==> images/met1.png <==
Supply wires on this layer in grey.
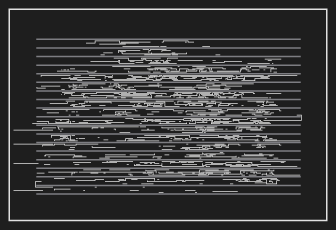
==> images/met2.png <==
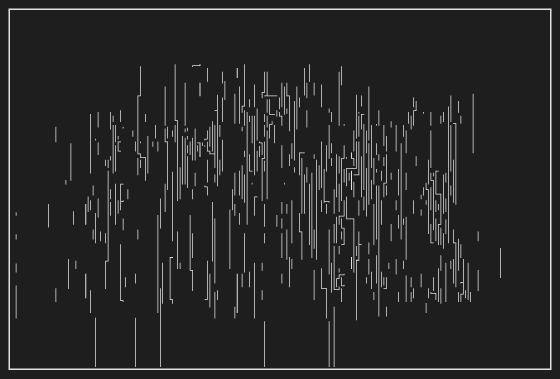
==> images/met3.png <==
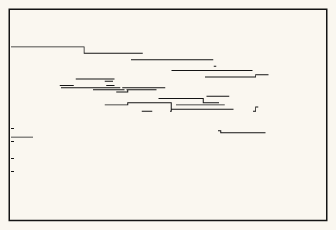
Design heroe_ctrl, sky130hd; sources not shown.
==> Slide: Implementation Results <==
Key Metrics from the Run

Synth
  – Post-synth EDFFs: 0
  – Ys Warns: 0
  – Top-area cell share: 49.1%
  – Cells after synthesis: roughly 230
  – Syn Std Cell Area: about 2200 um^2
  – Yosys cell count: 226
  – Yosys Chip Area: between 2000 and 2500 um^2
  – Post-synthesis compound-gate area fraction: ~15%

GRT
  – All-Layer GR Usage: 15.3%
  – Total gr overflow: 0
  – Number of global-route vias before repair: approximately 1600
  – GRT busiest layer: met1
  – First-pass GRT wire length: 8.00 mm
  – Antenna violations before repair: 0

Floorplan
  – I/O pins: 12
  – Die width: ~100 um
  – Total core area: around 4100 um^2
  – Core Util at FP: 54.8%
  – Die area: 6640 um^2
  – Die H: between 60 and 70 um

Layout
  – Antenna Cells: 0
  – Fill cells: approximately 340
  – Max reg flops: 23
  – Share of layout cells above drive strength 1: about 11%
  – NumNets Final: roughly 260

Detailed routing
  – Drt wl/cell: 15.0 um
  – DR top layer: met4
  – Met3 routed WL: 307 um
  – Met1 wire length: 2.54 mm

Setup path
  – Critical Path Stages: 5
  – Slowest stage delay, CP: ~540 ps
  – WP buf/inv: 0
  – CP required: 2680 ps
  – R2R cell count: 5
  – Cell family with most CP delay: simple AND/OR/NAND/NOR gates

CTS
  – Worst skew pair latency: between 200 and 300 ps
  – TritonCTS clock tree: built

Status
  – Status: finished, final reports clean

Hold path
  – Min-Delay Path Class: register to register

Place
  – GP Congestion: between 0.8 and 0.9
  – Placement Setup Slack: around 270 ps
  – Hpwl dp: between 3 and 4 mm

STA
  – Setup_tns: 0 ps
  – Fin. max-slew vios: 0
  – Fin worst setup slack: 203 ps
Back to the opening pictures, met1.png:
main direction: horizontal
wire length on this layer: 2540 um
longest straight run: 25.8 um
share of all routed wire: 55%
nets with wire on the layer: 250
DR vias: 1781
GR Layer Usage met1: 23.8%

Back to the opening pictures, met2.png:
longest straight run: 25.2 um
nets with wire on the layer: 214
main direction: vertical
share of all routed wire: 38%
drt total wl: 4.65 mm
routing usage on met2: 19.1%

Back to the opening pictures, met3.png:
nets with wire on the layer: 22
main direction: horizontal
longest straight run: 25.8 um
share of all routed wire: 6.6%
GRT met3 Usage: 4.31%

## cells in the mapped netlist, types with 5 or more instances
cell      n
nor2b_1   5
ha_1      8
o21ai_0  14
nor3_1    5
dfrtp_1  44
nand4_1   7
nand2_1  21
nor2_1   10
o21ai_1   6
a21oi_1  10
inv_1    15
nand3_1  14
or3_1     8
## cell type report
| class | instances | area, um^2 | area share (%) |
|---|---|---|---|
| Tap cell | 60 | 75.1 | 2.94 |
| Sequential cell | 44 | 1100 | 43.1 |
| Timing Repair Buffer | 21 | 183 | 7.14 |
| Clock inverter | 2 | 12.5 | 0.489 |
| Multi-Input combinational cell | 162 | 1060 | 41.5 |
| Clock buffer | 5 | 68.8 | 2.69 |
| Inverter | 15 | 56.3 | 2.20 |
## stage by stage
step / area [um^2] / util, %
floorplan: 2240 / -
global placement: 2470 / 60.2
detailed placement: 2470 / 60.2
CTS: 2560 / 62.4
global route: 2560 / 62.4
finish: 2560 / 62.4
## power breakdown
part           internal (uW)  switching [uW]  total [uW]
logic                    364             549         913
registers                724            57.2         781
clock network            175             219         394
## cells in the final DEF (no fill, tap or decap), types with 4 or more instances in the layout
cell / n
or3_1: 8
nand3_1: 14
o21ai_1: 6
nor4_1: 4
xor2_1: 4
ha_1: 8
dfrtp_1: 44
nand4_1: 7
nor2_1: 10
nor2b_1: 5
buf_4: 9
nand2_1: 21
inv_1: 15
clkbuf_8: 5
clkdlybuf4s50_1: 10
o21ai_0: 14
nor3_1: 5
a21oi_1: 10
## cell families (layout without fill, tap and decap cells)
group / after synthesis / in the layout
multiplexers: 4 / 4
flip-flops: 44 / 44
adder cells (fa/ha/maj): 8 / 8
XOR/XNOR: 4 / 4
AND/OR/NAND/NOR: 95 / 95
AND-OR/OR-AND: 51 / 51
buffers and inverters: 20 / 43
Power figures rest on the tool's default switching activity, not on a simulated workload.
